==> config.mk <==
export PLATFORM = sky130hd
export DESIGN_NAME = uart_frame_datas
export DESIGN_NICKNAME = d
export VERILOG_FILES = /design/src/rtl/uart_frame_datas.sv
export SDC_FILE = /design/constraint.sdc
export NUM_CORES = 1
export LEC_CHECK = 0
export CORE_ASPECT_RATIO = 0.7
export CORE_UTILIZATION = 50
export DETAILED_ROUTE_END_ITERATION = 10
export GPL_ROUTABILITY_DRIVEN = 0
export PLACE_DENSITY = 0.76
export SYNTH_ARGS = -nofsm -noshare
export SYNTH_HDL_FRONTEND = slang
export SYNTH_SLANG_ARGS = --single-unit
export TNS_END_PERCENT = 30
==> constraint.sdc <==
create_clock -name iClock -period 2.36 [get_ports iClock]
set_input_delay 0.59 -clock iClock [delete_from_list [all_inputs] [get_ports iClock]]
set_output_delay 0.59 -clock iClock [all_outputs]
set_load 0.01 [all_outputs]
**Run 1: supply network**

Bar = 50 um. Pins as bars on the die edge.
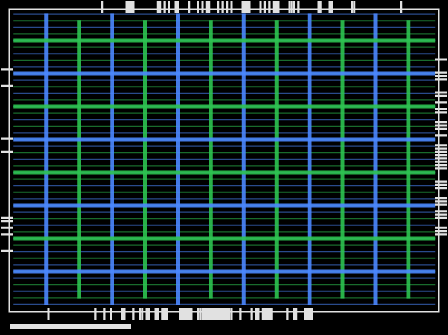
legend:
  blue:
    net: VSS
  green:
    net: VDD
rows: 44
signal pins: 137
x dimension of the die: 176.4 um
largest voltage drop on the vdd net: 0.5784 mV
core footprint: 20810 um^2

**Run 1: routing congestion**

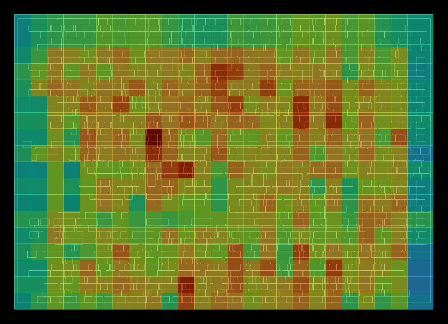
highest-utilization routing layer at the global route stage: met2
share of the core filled with cells: 65.81%
average routed wire per standard cell: 17.29 um

**Run 1: local utilization**

Bar = 50 um. 18 x 12 tiles, from black (low) to pale yellow (high), 0 to 100% covered.
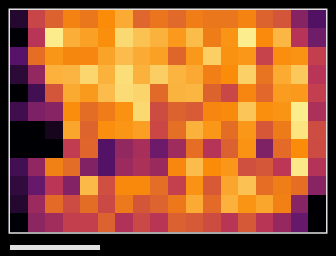
densest ninth of the die: top middle
mean over tiles: 61%
fullest tile: 96%
floorplan-stage core utilization: 51.18%

==> impl_metrics.toml, run 1 <==
# flow metrics
[timing]
timing.final.ws_setup_ns = -0.01013
timing.final.setup_violations = 6
hold_ws_ns = -0.003050
slew_violations = 0
finalWorstPathRequiredPeriod_ns = 2.370
worst-slew-pin-transition_ns = 0.6906
rsz0062_at_grt = "true"
finalHoldViolations = 3

[layout]
mostFrequentLayoutCell = "sky130_fd_sc_hd__dfrtp_1"
antenna_cells = 0
n_sequential_cell = 249
lay_top_cells = "244 x sky130_fd_sc_hd__dfrtp_1, 191 x sky130_fd_sc_hd__nand2_1, 132 x sky130_fd_sc_hd__clkdlybuf4s50_1"
nNetsFinal = 1174
layout.cells.largest_class = "sequential cells"
non_clock_buffer_contribution_to_total_cell_area_pct = 13.81
final.clkbuf_count = 32
area.combinational_um2 = 4249
drive_gt1_share_pct = 22.97

[global_route]
grt_pass1_wl_um = 38470
grt.overflow.total = 0

[clock_tree]
clock_tree.root_cell = "sky130_fd_sc_hd__clkbuf_16"
clkTransAtPathRegs_ns = 0.07
numCtsBuffers = 25

[outcome]
violations = "negative hold slack, negative setup slack"
result_of_the_run = "finished, violations left"

[yosys]
synth_sequential_area_ratio_pct = 58.54
synth.top_cell.area_share_pct = 57.80
post_synth_most_frequent_cells = "246 x sky130_fd_sc_hd__dfrtp_1, 192 x sky130_fd_sc_hd__nand2_1, 116 x sky130_fd_sc_hd__mux2_2"
async_reset_ff_share_pct = 100.0
adder_share_pct = 1.762
synthMuxAreaShare_pct = 14.24
synth.lib_cells_used.distinct = 55
yosys_cell_count = 919
ys_warn_count = 0
number_of_nets_at_floorplan = 1002
synth-xor-area-share_pct = 1.974
ff_type = "sky130_fd_sc_hd__dfrtp_1"

[power_and_ir_drop]
leakagePower_nw = 6.665

[worst_setup_path]
timing.reg2reg.worst_path_depth = 8
arrival_ns = 2.77
critical-path-max-stage-delay_ns = 0.50
critPathMaxFanout = 12
path_class = "flip-flop to flip-flop"

[worst_hold_path]
timing.hold.worst.class = "input port to asynchronous set/reset pin"

[floorplan]
floorplan.io_pins = 137

[placed_design]
place_hpwl_um = 16270
io_buffers = 136

[drt]
drt_drc_violations_left = 0

[job]
warning_count = 33
==> run 1: report_power, final <==
part	internal [mW]	switching, mW	leakage, nW
Combinational	0.662	0.880	2.87
Sequential	4.88	0.360	3.35
Clock	2.63	1.70	0.442
==> run 1: cell families after synthesis <==
| kind of cell | after synthesis |
|---|---|
| AND/OR/NAND/NOR | 343 |
| flip-flops | 249 |
| multiplexers | 133 |
| AND-OR/OR-AND | 91 |
| buffers and inverters | 64 |
| XOR/XNOR | 24 |
| adder cells (fa/ha/maj) | 15 |
==> run 1: per-layer routing <==
layer  up-vias  track usage [%]  share of wire [%]
li1       3510                -                  -
met1      3746            33.31                 49
met2       159            33.81                 45
met3        28            3.266                4.3
met4         0            4.149                1.3
met5         -                0                  0
**Run 1: wires at chosen ports, followed through buffers**

Bar = 50 um.
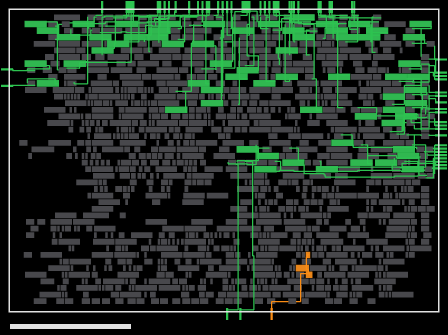

## Run 2: what changed since run 1
GPL_TIMING_DRIVEN = 0   (was default)
HOLD_SLACK_MARGIN = 0.15   (was default)
**Run 2: wires at chosen ports, followed through buffers**

Bar = 50 um.
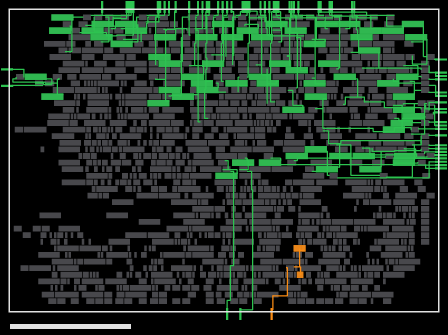
legend:
  green:
    port: `orecvDatas`
    direction: output
    edge: 39 top, 21 right, 2 left, 2 bottom
    end_cells: 64
    buffers: 64
    wire: 2190 um
  orange:
    port: `iSendReq`
    direction: input
    edge: bottom
    end_cells: 3
    buffers: 1
    wire: 39.9 um
count of input and output buffers: 136
count of boundary I/O pins: 137

==> impl_metrics.toml, run 2 <==
# flow metrics
[drt]
drt-wirelength-per-cell_um = 16.97
drt-met1-wl_um = 12200
highest_signal_layer = "met4"
drt_drc_violations_left = 0
met3_wirelength_um = 838

[yosys]
post_synth_most_frequent_cells = "246 x sky130_fd_sc_hd__dfrtp_1, 192 x sky130_fd_sc_hd__nand2_1, 116 x sky130_fd_sc_hd__mux2_2"
yosys-top-cells-area = "sky130_fd_sc_hd__dfrtp_1 58%, sky130_fd_sc_hd__mux2_2 12%, sky130_fd_sc_hd__nand2_1 6.8%, sky130_fd_sc_hd__a22oi_1 4.4%, sky130_fd_sc_hd__ha_1 1.8%"
ys_warn_count = 0
synth_sequential_area_ratio_pct = 58.54
cell_taking_the_most_area_after_synthesis = "sky130_fd_sc_hd__dfrtp_1"
yosys_cell_count = 919
adder_share_pct = 1.762
number_of_flops_mapped_to_enable_cells_by_yosys = 0
synth.top_cell.area_share_pct = 57.80
ff_type = "sky130_fd_sc_hd__dfrtp_1"
synth-xor-area-share_pct = 1.974
synth.lib_cells_used.distinct = 55
number_of_nets_at_floorplan = 1002
async_reset_ff_share_pct = 100.0

[global_route]
grt.overflow.total = 0
grt_pass1_wl_um = 37340
met2_usage_pct = 31.50
grt_most_used_layer = "met1"
gr-usage-met3_pct = 2.869

[worst_setup_path]
arrival_ns = 2.90
critPathMaxFanout = 8
crit_chain = "ha_2, ha_4, and4bb_2, nand3_4, or4_4, or3_4, mux2_4"
timing.reg2reg.worst_path_depth = 7
critical-path-max-stage-delay_ns = 0.53

[layout]
antenna_cells = 0
layout.cells.largest_class = "sequential cells"
drive_gt1_share_pct = 23.20
final.clkbuf_count = 35
area.combinational_um2 = 4368
n_sequential_cell = 249
mostFrequentLayoutCell = "sky130_fd_sc_hd__dfrtp_1"
final_util_pct = 65.87
nNetsFinal = 1191
non_clock_buffer_contribution_to_total_cell_area_pct = 13.84
layout.non_clock_buffers = 210

[worst_hold_path]
timing.hold.worst.class = "flip-flop to flip-flop"

[placed_design]
dpl_cell_area_um2 = 12430
place_hpwl_um = 16030

[timing]
worst-slew-pin-transition_ns = 0.6590
timing.final.setup_violations = 36
finalWorstPathRequiredPeriod_ns = 2.509
slew_violations = 0
hold_ws_ns = 0.3577
rsz0062_at_grt = "true"
timing.final.ws_setup_ns = -0.1493

[clock_tree]
clock_tree.root_cell = "sky130_fd_sc_hd__clkbuf_16"
clkTransAtPathRegs_ns = 0.06
numCtsBuffers = 24

[outcome]
result_of_the_run = "finished, violations left"
violations = "negative setup slack"

[power_and_ir_drop]
switching_share_of_power_pct = 27.03
clkPwrFrac_pct = 35.9
comb_power_share_pct = 15.0
top_power_group = "sequential cells"
leakagePower_nw = 6.636
internal_power_mw = 7.775
powerComb_mw = 1.59
pg_seq_mw = 5.24
max-vdd-ir-drop_mv = 0.4524
pwr.group.clock_mw = 3.82
power.share.sequential_pct = 49.2

[job]
warning_count = 35

[floorplan]
core_area_um2 = 20810
**Run 2: cells coloured by class**

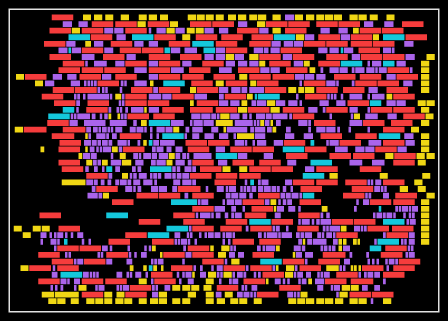
legend:
  red:
    class: registers
    cells: 249
  yellow:
    class: remaining buffers and delay cells
    cells: 210
  cyan:
    class: clock drivers and dummy loads
    cells: 43
  purple:
    class: remaining logic cells
    cells: 623
flop share of the area: 45.52%
standard-cell row count: 44

==> run 2: cell types whose count changed in the layout (fill, tap and decap cells not counted), moves of 3 or more <==
cell	previous run	this run
sky130_fd_sc_hd__clkbuf_2	1	15
sky130_fd_sc_hd__nand3_4	0	3
sky130_fd_sc_hd__mux2_2	116	106
sky130_fd_sc_hd__bufinv_16	5	1
sky130_fd_sc_hd__buf_1	0	6
sky130_fd_sc_hd__buf_6	3	6
sky130_fd_sc_hd__mux2_4	8	18
sky130_fd_sc_hd__buf_4	45	25
sky130_fd_sc_hd__buf_12	8	2
sky130_fd_sc_hd__buf_2	0	3
sky130_fd_sc_hd__clkbuf_1	3	17
Power and IR drop assume default switching activity.
